`src/rtl/csr_file.sv`:
```
`default_nettype none
// ============================================================================
//  Module      : csr_file
//  Description : Machine-mode CSR responder for the EX stage. Combinational
//                read of the old CSR value, read-modify-write at the clock
//                edge, and ownership of the mcycle / minstret counters.
//                Optional feature macro: CSR_COUNTER_64_EN (64-bit counters
//                with mcycleh / minstreth high halves).
//  Revision    : 1.0 - initial release
// ============================================================================
module csr_file #(
    parameter int              XLEN        = 32,
    parameter logic [XLEN-1:0] MTVEC_RESET = '0
) (
    input  logic            clk,
    input  logic            rst,
    input  logic            bubbleE,
    input  logic            flushE,
    input  logic            is_csr,
    input  logic            csr_write_en,
    input  logic [2:0]      func3,
    input  logic [4:0]      zimm,
    input  logic [11:0]     csr_addr,
    input  logic [XLEN-1:0] rs1_data,
    input  logic            retire,
    output logic [XLEN-1:0] csr_rdata,
    output logic            csr_illegal
);

`ifdef CSR_COUNTER_64_EN
    localparam int CNT_W = 2 * XLEN;
`else
    localparam int CNT_W = XLEN;
`endif

    localparam logic [11:0] c_ADDR_MSTATUS  = 12'h300;
    localparam logic [11:0] c_ADDR_MIE      = 12'h304;
    localparam logic [11:0] c_ADDR_MTVEC    = 12'h305;
    localparam logic [11:0] c_ADDR_MSCRATCH = 12'h340;
    localparam logic [11:0] c_ADDR_MEPC     = 12'h341;
    localparam logic [11:0] c_ADDR_MCAUSE   = 12'h342;
    localparam logic [11:0] c_ADDR_MCYCLE   = 12'hB00;
    localparam logic [11:0] c_ADDR_MINSTRET = 12'hB02;
`ifdef CSR_COUNTER_64_EN
    localparam logic [11:0] c_ADDR_MCYCLEH   = 12'hB80;
    localparam logic [11:0] c_ADDR_MINSTRETH = 12'hB82;
`endif

    localparam logic [1:0] c_OP_RW = 2'b01;
    localparam logic [1:0] c_OP_RS = 2'b10;
    localparam logic [1:0] c_OP_RC = 2'b11;

    // ------------------------------------------------------------------------
    // Architectural state (only implemented bits are stored)
    // ------------------------------------------------------------------------
    logic             r_mstatus_mie;
    logic             r_mstatus_mpie;
    logic [XLEN-1:0]  r_mie;
    logic [XLEN-1:2]  r_mtvec;
    logic [XLEN-1:0]  r_mscratch;
    logic [XLEN-1:2]  r_mepc;
    logic [XLEN-1:0]  r_mcause;
    logic [CNT_W-1:0] r_mcycle;
    logic [CNT_W-1:0] r_minstret;

    logic [XLEN-1:0]  w_mstatus;
    logic [XLEN-1:0]  w_old;
    logic             w_hit;
    logic [XLEN-1:0]  w_src;
    logic [XLEN-1:0]  w_new;
    logic             w_wr;
    logic             w_wr_mstatus;
    logic             w_wr_mie;
    logic             w_wr_mtvec;
    logic             w_wr_mscratch;
    logic             w_wr_mepc;
    logic             w_wr_mcause;
    logic             w_wr_mcycle;
    logic             w_wr_minstret;
`ifdef CSR_COUNTER_64_EN
    logic             w_wr_mcycleh;
    logic             w_wr_minstreth;
`endif

    // Assemble the architectural mstatus view from its two stored bits
    always_comb begin
        w_mstatus    = '0;
        w_mstatus[3] = r_mstatus_mie;
        w_mstatus[7] = r_mstatus_mpie;
    end

    // Address decode and old-value mux; w_hit is low for unmapped addresses
    always_comb begin
        w_hit = 1'b1;
        w_old = '0;
        case (csr_addr)
            c_ADDR_MSTATUS:   w_old = w_mstatus;
            c_ADDR_MIE:       w_old = r_mie;
            c_ADDR_MTVEC:     w_old = {r_mtvec, 2'b00};
            c_ADDR_MSCRATCH:  w_old = r_mscratch;
            c_ADDR_MEPC:      w_old = {r_mepc, 2'b00};
            c_ADDR_MCAUSE:    w_old = r_mcause;
            c_ADDR_MCYCLE:    w_old = r_mcycle[XLEN-1:0];
            c_ADDR_MINSTRET:  w_old = r_minstret[XLEN-1:0];
`ifdef CSR_COUNTER_64_EN
            c_ADDR_MCYCLEH:   w_old = r_mcycle[CNT_W-1:XLEN];
            c_ADDR_MINSTRETH: w_old = r_minstret[CNT_W-1:XLEN];
`endif
            default:          w_hit = 1'b0;
        endcase
    end

    assign csr_rdata   = (is_csr && w_hit) ? w_old : '0;
    assign csr_illegal = is_csr & ~w_hit;

    // Operand select: zero-extended immediate for the CSRR*I forms
    assign w_src = func3[2] ? {{(XLEN-5){1'b0}}, zimm} : rs1_data;

    // Read-modify-write value before field masking
    always_comb begin
        w_new = w_old;
        case (func3[1:0])
            c_OP_RW: w_new = w_src;
            c_OP_RS: w_new = w_old | w_src;
            c_OP_RC: w_new = w_old & ~w_src;
            default: w_new = w_old;
        endcase
    end

    // A stalled or squashed op never writes; a held op therefore writes
    // exactly once, on the cycle it leaves EX.
    assign w_wr = is_csr & csr_write_en & ~bubbleE & ~flushE & w_hit
                & (func3[1:0] != 2'b00);

    assign w_wr_mstatus   = w_wr & (csr_addr == c_ADDR_MSTATUS);
    assign w_wr_mie       = w_wr & (csr_addr == c_ADDR_MIE);
    assign w_wr_mtvec     = w_wr & (csr_addr == c_ADDR_MTVEC);
    assign w_wr_mscratch  = w_wr & (csr_addr == c_ADDR_MSCRATCH);
    assign w_wr_mepc      = w_wr & (csr_addr == c_ADDR_MEPC);
    assign w_wr_mcause    = w_wr & (csr_addr == c_ADDR_MCAUSE);
    assign w_wr_mcycle    = w_wr & (csr_addr == c_ADDR_MCYCLE);
    assign w_wr_minstret  = w_wr & (csr_addr == c_ADDR_MINSTRET);
`ifdef CSR_COUNTER_64_EN
    assign w_wr_mcycleh   = w_wr & (csr_addr == c_ADDR_MCYCLEH);
    assign w_wr_minstreth = w_wr & (csr_addr == c_ADDR_MINSTRETH);
`endif

    // Trap-related machine CSRs with their field masks applied on write
    always_ff @(posedge clk or posedge rst) begin
        if (rst) begin
            r_mstatus_mie  <= 1'b0;
            r_mstatus_mpie <= 1'b0;
            r_mie          <= '0;
            r_mtvec        <= MTVEC_RESET[XLEN-1:2];
            r_mscratch     <= '0;
            r_mepc         <= '0;
            r_mcause       <= '0;
        end else begin
            if (w_wr_mstatus) begin
                r_mstatus_mie  <= w_new[3];
                r_mstatus_mpie <= w_new[7];
            end
            if (w_wr_mie) begin
                r_mie <= w_new;
            end
            if (w_wr_mtvec) begin
                r_mtvec <= w_new[XLEN-1:2];
            end
            if (w_wr_mscratch) begin
                r_mscratch <= w_new;
            end
            if (w_wr_mepc) begin
                r_mepc <= w_new[XLEN-1:2];
            end
            if (w_wr_mcause) begin
                r_mcause <= w_new;
            end
        end
    end

    // Free-running cycle counter; a software write to either half wins
    // over that cycle's increment
    always_ff @(posedge clk or posedge rst) begin
        if (rst) begin
            r_mcycle <= '0;
        end else if (w_wr_mcycle) begin
            r_mcycle[XLEN-1:0] <= w_new;
`ifdef CSR_COUNTER_64_EN
        end else if (w_wr_mcycleh) begin
            r_mcycle[CNT_W-1:XLEN] <= w_new;
`endif
        end else begin
            r_mcycle <= r_mcycle + CNT_W'(1);
        end
    end

    // Retired-instruction counter; counts WB retirements regardless of stalls
    always_ff @(posedge clk or posedge rst) begin
        if (rst) begin
            r_minstret <= '0;
        end else if (w_wr_minstret) begin
            r_minstret[XLEN-1:0] <= w_new;
`ifdef CSR_COUNTER_64_EN
        end else if (w_wr_minstreth) begin
            r_minstret[CNT_W-1:XLEN] <= w_new;
`endif
        end else if (retire) begin
            r_minstret <= r_minstret + CNT_W'(1);
        end
    end

endmodule
`default_nettype wire
```
`config.mk`:
```
export PLATFORM = sky130hd
export DESIGN_NAME = csr_file
export DESIGN_NICKNAME = d
export VERILOG_FILES = /design/src/rtl/csr_file.sv
export SDC_FILE = /design/constraint.sdc
export NUM_CORES = 1
export LEC_CHECK = 0
export CAP_MARGIN = 20
export CORE_ASPECT_RATIO = 0.6
export CORE_UTILIZATION = 65
export CTS_BUF_LIST = sky130_fd_sc_hd__clkbuf_8
export CTS_CLUSTER_DIAMETER = 30
export DETAILED_ROUTE_END_ITERATION = 10
export PLACE_DENSITY_LB_ADDON = 0.3
export SLEW_MARGIN = 10
export SYNTH_ARGS = -nofsm -noshare
export SYNTH_HDL_FRONTEND = slang
export SYNTH_SLANG_ARGS = --single-unit
```
`constraint.sdc`:
```
create_clock -name clk -period 22.6 [get_ports clk]
set_clock_uncertainty 0.05 [all_clocks]
set_input_delay 4.52 -clock clk [delete_from_list [all_inputs] [get_ports clk]]
set_output_delay 4.52 -clock clk [all_outputs]
set_load 0.1 [all_outputs]
```
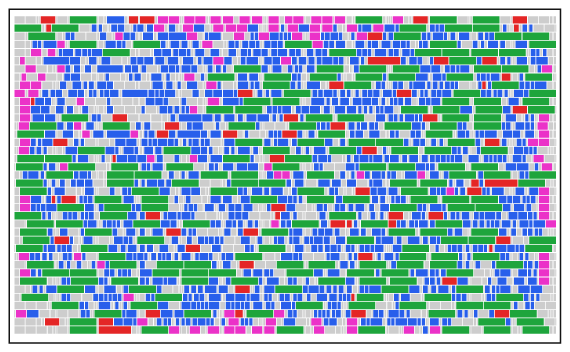
Fig. 1. Cell classes on the final placement (run 1).
Drawn at 3 px/um. Fill, decap, tap and diode cells in gray.
Key: red = clock drivers and dummy loads [cells 63, share of their area 5.5%]; green = flops [cells 222, share of their area 39%]; blue = all other logic [cells 1142, share of their area 48%]; magenta = other buffers and delay cells [cells 116, share of their area 7.7%]
Core Box Area: 0.01918 mm^2
fin util: 76.38%
design area: 0.01465 mm^2
Rows: 39

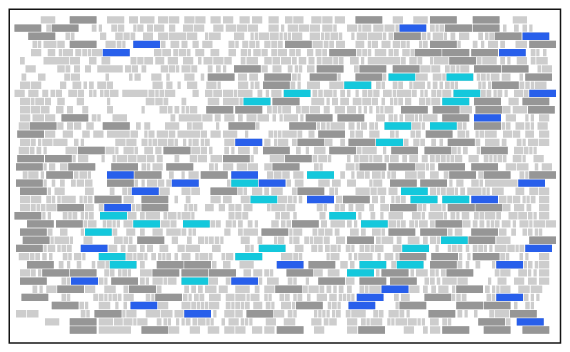
Fig. 2. Register map, names as in the netlist (run 1).
Drawn at 3 px/um. Other sequential cells in the stronger gray, the rest of the logic in the fainter gray.
Key: blue = r_mtvec [placed flops 30, where all over the die]; cyan = r_mcycle [placed flops 32]
Another 160 sequential cells are not colored.
sequential cell area: 0.005555 mm^2
sequential cell power: 0.000423 W
Seq/total area: 37.93%

==> results_slide.txt, run 1 <==
Synthesis and Place & Route Summary

Critical path
  • R2r setup slk: 19800 ps
  • CP endpoint kind: output port
  • CP Class: in2out
  • CP Data Arrival Time: 9260 ps
  • R2R Path End: r_mcycle[24]
  • CP max FO: 15
  • RR Startpoint: r_mcycle[0]

Hold path
  • Min-delay worst type: reg2reg

Final layout
  • Area grow syn2layout: 14.32%
  • Most frequent cells in the layout: 272 x nand2_1, 222 x dfrtp_1, 162 x o21ai_1

Clock tree
  • Post-cts resize count: 0
  • CTS tree: built
  • Clk Latency, worst-skew pair: ~570 ps
  • Clock Pin Slew Worst Setup and Hold Paths: around 60 ps
  • Post-CTS setup buffer count: 0
  • CTS sink cnt: ~220
  • H-tree depth: 2

Yosys
  • Avg Cell Area, Syn: between 8 and 9 um^2
  • Compound-Gate Fraction of Synth Area: a little under a fifth
  • AND/OR/NAND/NOR Cells, Area Fraction: between 10% and 20%
  • Cells in synth_stat.txt: 1464
  • Ys Warns: 0
  • Unique cell types: around 70
  • Top logic family: simple AND/OR/NAND/NOR gates
  • Yosys chip area: 0.01281 mm^2
  • Netlist Area Pre-Place: about 0.013 mm^2
  • Part of the Yosys area used for sequential elements: about 43%
  • Post-synth net total: ~1500
  • Ys async rst share: 100.0%
  • XORs/XNORs by Area: about 4.4%

STA
  • Minimum clock period: 13830 ps
  • Final period util: 61.21%
  • RSZ-0062 raised after global routing: no
  • Final Max Tran Viols: 0
  • Final setup fails: 0
  • Setup tns final: 0 ps

Power and ir drop
  • Pleak: approximately 6.1 nW

Run
  • OpenROAD warnings: 28

Floorplanning
  • Die area: 0.02030 mm^2
  • I/O pins: between 90 and 100

Detailed routing
  • Wire per inst: between 20 and 30 um
  • Pre-antenna DRT Iters: 9

Placement
  • Routability cong.: a little under 1
  • Final HPWL DP: around 30000 um

Global route
  • Tot GR Track Use: a little under half
  • Vias in the first global route: about 12000
  • Largest net degree at the start of global routing: 145
  • Initial antenna violation count: 0
  • Global route total overflow: 0

Outcome
  • Outcome: completed
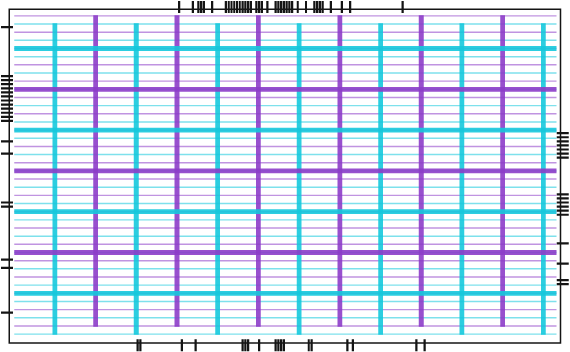
Fig. 3. PDN straps and rails (run 1).
Drawn at 3 px/um. Pins as bars on the die edge.
Key: purple = VDD; cyan = VSS
92 signal pins sit on the boundary. 7 straps on met5. The core has 39 rows.
Die Width: 183.3 um
Max IR drop VDD: 0.00005183 V

==> run 1: state kept, by name, indices dropped and copies added (netlist names), 30 cells and up <==
| name | count |
|---|---|
| r_mscratch | 32 |
| r_mie | 32 |
| r_mtvec | 30 |
| r_mcause | 32 |
| r_mcycle | 32 |
| r_minstret | 32 |
| r_mepc | 30 |
==> run 1: worst max-delay path, stage by stage <==
cell	delay [ps]
clkdlybuf4s50_1	830
nand2b_1	390
nor2_1	270
a2bb2oi_1	170
nor3_1	640
nand2_1	650
buf_4	420
a21oi_1	190
clkdlybuf4s50_1	1160
==> run 1: stage by stage <==
step	instance area [um^2]	worst slack (ps)	util [%]	std cells	power, W
2_1_floorplan	12810	9961	-	1464	0.0004824
4_1_cts	14630	9040	76.26	1807	0.0009003
6_report	14650	8766	76.38	1809	0.0009080
5_1_grt	14650	8757	76.38	1809	0.0009322
3_5_place_dp	13840	9049	72.15	1744	0.0005175
3_3_place_gp	13840	9066	72.15	1744	0.0005157
==> run 1: cell families (layout without fill, tap and decap cells) <==
group | after synthesis | after routing
and+or+nand+nor | 527 | 527
AOI/OAI and AO/OA | 403 | 403
DFF | 222 | 222
buffers and inverters | 148 | 227
muxes | 97 | 97
xor gates and xnor gates | 65 | 65
adders and majority gates | 2 | 2
==> run 1: area by class of cell <==
| type | instances | share of cell area (%) |
|---|---|---|
| clock buffers | 44 | 4.134 |
| clock inverters | 19 | 1.256 |
| inverters | 48 | 1.281 |
| multi-input cells | 1094 | 45.65 |
| flip-flops and latches | 222 | 37.93 |
| well taps | 266 | 2.272 |
| repair buffers | 116 | 7.483 |
==> run 1: power breakdown <==
part	switching, W	internal (W)	leakage, nW
Clock	0.000179	0.000214	0.421
Combinational	0.0000567	0.0000361	2.73
Sequential	0.0000158	0.000407	2.96
==> run 1: metal layers <==
metal,part of all wire (%),vias up,track usage (%)
met4,4.5,0,19.67
met1,39,6000,63.85
met2,39,1093,60.79
met3,17,189,20.73
li1,-,5328,-
met5,0,-,0
==> run 1: worst min-delay path by stage <==
stage                              end  cells after the start
after CTS                    r_mie[23]                      2
after detailed placement     r_mie[23]                      2
final                     r_mcause[22]                      2
after global routing         r_mie[13]                      2
after floorplan            r_mtvec[18]                      2
after global placement     r_mtvec[31]                      2
==> run 1: Yosys cell counts (14+ instances only) <==
| master | instances | area, um^2 |
|---|---|---|
| nand2_1 | 273 | 1025 |
| dfrtp_1 | 222 | 5555 |
| o21ai_1 | 162 | 810.8 |
| o21ai_0 | 83 | 415.4 |
| nor2_1 | 64 | 240.2 |
| mux2i_1 | 59 | 590.6 |
| clkbuf_1 | 53 | 198.9 |
| inv_1 | 48 | 180.2 |
| buf_2 | 39 | 195.2 |
| mux2_2 | 38 | 427.9 |
| xnor2_1 | 37 | 324.1 |
| nand3_1 | 33 | 165.2 |
| xor2_1 | 28 | 245.2 |
| a21oi_1 | 27 | 135.1 |
| a22oi_1 | 27 | 202.7 |
| nor3_1 | 25 | 125.1 |
| nand4_1 | 22 | 137.6 |
| a22o_1 | 17 | 148.9 |
| a2bb2oi_1 | 16 | 140.1 |
| nor4_1 | 16 | 100.1 |
| nand2b_1 | 14 | 87.58 |
==> run 2: changes to the inputs <==
--- a/config.mk
+++ b/config.mk
@@ -7,7 +7,7 @@
 export LEC_CHECK = 0
 export CAP_MARGIN = 20
 export CORE_ASPECT_RATIO = 0.6
-export CORE_UTILIZATION = 65
+export CORE_UTILIZATION = 61
 export CTS_BUF_LIST = sky130_fd_sc_hd__clkbuf_8
 export CTS_CLUSTER_DIAMETER = 30
 export DETAILED_ROUTE_END_ITERATION = 10
==> constraint.sdc (replaced) <==
create_clock -name clk -period 13.5 [get_ports clk]
set_clock_uncertainty 0.05 [all_clocks]
set_input_delay 2.7 -clock clk [delete_from_list [all_inputs] [get_ports clk]]
set_output_delay 2.7 -clock clk [all_outputs]
set_load 0.1 [all_outputs]
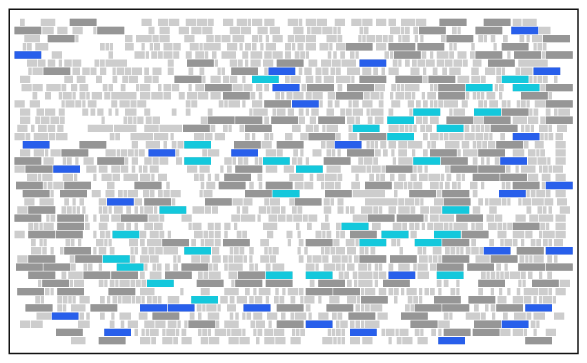
Fig. 4. Register map, names as in the netlist (run 2).
Drawn at 3 px/um. Other sequential cells in the stronger gray, the rest of the logic in the fainter gray.
Key: blue = r_mtvec [placed flops 30, where all over the die]; cyan = r_mcycle [placed flops 32]
Another 160 sequential cells are not colored.
sequential cell power: 0.000710 W
fin util: 72.57%
Seq/total area: 37.77%

==> run 2 against run 1 <==
  * Sequential power increased by 68%
  * Synthesized cell count unchanged
  * Global-route usage is 2.8 points lower
  * Non-clock buffer count increased by 4
  * Die area grew 6.5%
  * Critical path type unchanged
==> results_slide.txt, run 2 <==
Synthesis and Place & Route Summary

Outcome
  • Outcome: completed

Detailed routing
  • Pre-antenna DRT Iters: 7 (-2)

Critical path
  • CP max FO: 15 (unchanged)
  • CP Class: in2out
  • Slowest stage delay, CP: 1160 ps (about the same)

Global route
  • Largest net degree at the start of global routing: 140 (-3.4%)
  • Vias in the first global route: 11760 (-2.5%)
  • Tot GR Track Use: 42.99% (-2.8 points)

Yosys
  • Top cells, area: dfrtp_1 43%, nand2_1 8.0%, o21ai_1 6.3%, mux2i_1 4.6%, mux2_2 3.3%
  • Ys async rst share: 100.0% (unchanged)
  • Post-synth net total: 1525 (unchanged)
  • Area leader, netlist: dfrtp_1
  • Top cells by count, synth: 273 x nand2_1, 222 x dfrtp_1, 162 x o21ai_1, 83 x o21ai_0, 64 x nor2_1
  • Avg Cell Area, Syn: 8.752 um^2 (unchanged)

STA
  • Setup tns final: 0 ps (unchanged)
  • Final period util: between 70% and 80%
  • Final setup fails: 0 (unchanged)

Clock tree
  • Post-CTS setup buffer count: 0 (unchanged)
  • Clk Latency, worst-skew pair: 560 ps (about the same)
  • Clock Pin Slew Worst Setup and Hold Paths: 60 ps (about the same)

Power and ir drop
  • Pleak: 6.145 nW (+0.57%)

Final layout
  • Sequential cell area: 0.005555 mm^2 (unchanged)
  • Most frequent cells in the layout: 272 x nand2_1, 222 x dfrtp_1, 162 x o21ai_1

Floorplanning
  • I/O pins: 92 (unchanged)

Hold path
  • Hold EP: r_mie[22]
[run 2: cell counts after synthesis]
Identical to the previous run, type by type.
[run 2: metrics by stage]
stage | area (um^2) | worst slack [ps] | instances
after detailed placement | 13830 | 3579 | 1750
after CTS | 14630 | 3572 | 1815
after global placement | 13810 | 3693 | 1749
after floorplan | 12810 | 4501 | 1464
after global routing | 14710 | 3253 | 1822
final | 14710 | 3314 | 1822
[run 2: area by class of cell]
class	count	area share, %
clock buffers	48	4.491
clock inverters	17	0.9272
inverters	48	1.276
multi-input cells	1094	45.35
flip-flops and latches	222	37.77
well taps	273	2.322
repair buffers	120	7.868
[run 2: worst max-delay path by stage]
stage | from | endpoint | slack, ps | depth (start not counted)
2_1_floorplan | csr_addr[1] | csr_rdata[1] | 4500 | 5
3_3_place_gp | csr_addr[11] | csr_rdata[13] | 3690 | 9
3_5_place_dp | csr_addr[11] | csr_rdata[12] | 3580 | 9
4_1_cts | csr_addr[11] | csr_rdata[12] | 3570 | 9
5_1_grt | csr_addr[11] | csr_rdata[9] | 3250 | 9
6_report | csr_addr[11] | csr_rdata[12] | 3310 | 9
[run 2: power groups by stage]
stage	clock network [W]	registers [W]	logic, W
finish	0.000653	0.000710	0.000160
floorplan	0	0.000709	0.0000982
global route	0.000679	0.000709	0.000169
detailed placement	0	0.000718	0.000153
global placement	0	0.000717	0.000147
CTS	0.000651	0.000707	0.000153
[run 2: logic make-up after synthesis]
logic type | count (synthesis) | share of synthesized area [%]
simple gates | 527 | 20.00
compound gates | 403 | 19.17
flops | 222 | 43.36
buf+inv | 148 | 4.892
mux | 97 | 7.948
xor+xnor | 65 | 4.443
fa+ha+maj | 2 | 0.1953
[run 2: routing by layer]
metal	share of wire (%)	global-route usage, %	vias up
met5	0	0	-
li1	-	-	5336
met1	40	61.80	5911
met4	3.9	18.44	0
met3	16	14.92	167
met2	40	58.55	1015
[run 2: worst max-delay path: cells and delay by family]
family                 cells  cell delay, ps
AND-OR/OR-AND              2             360
buffers and inverters      3            2440
AND/OR/NAND/NOR            4            1930
No activity file was given, so power comes from the tool's default toggle rates.
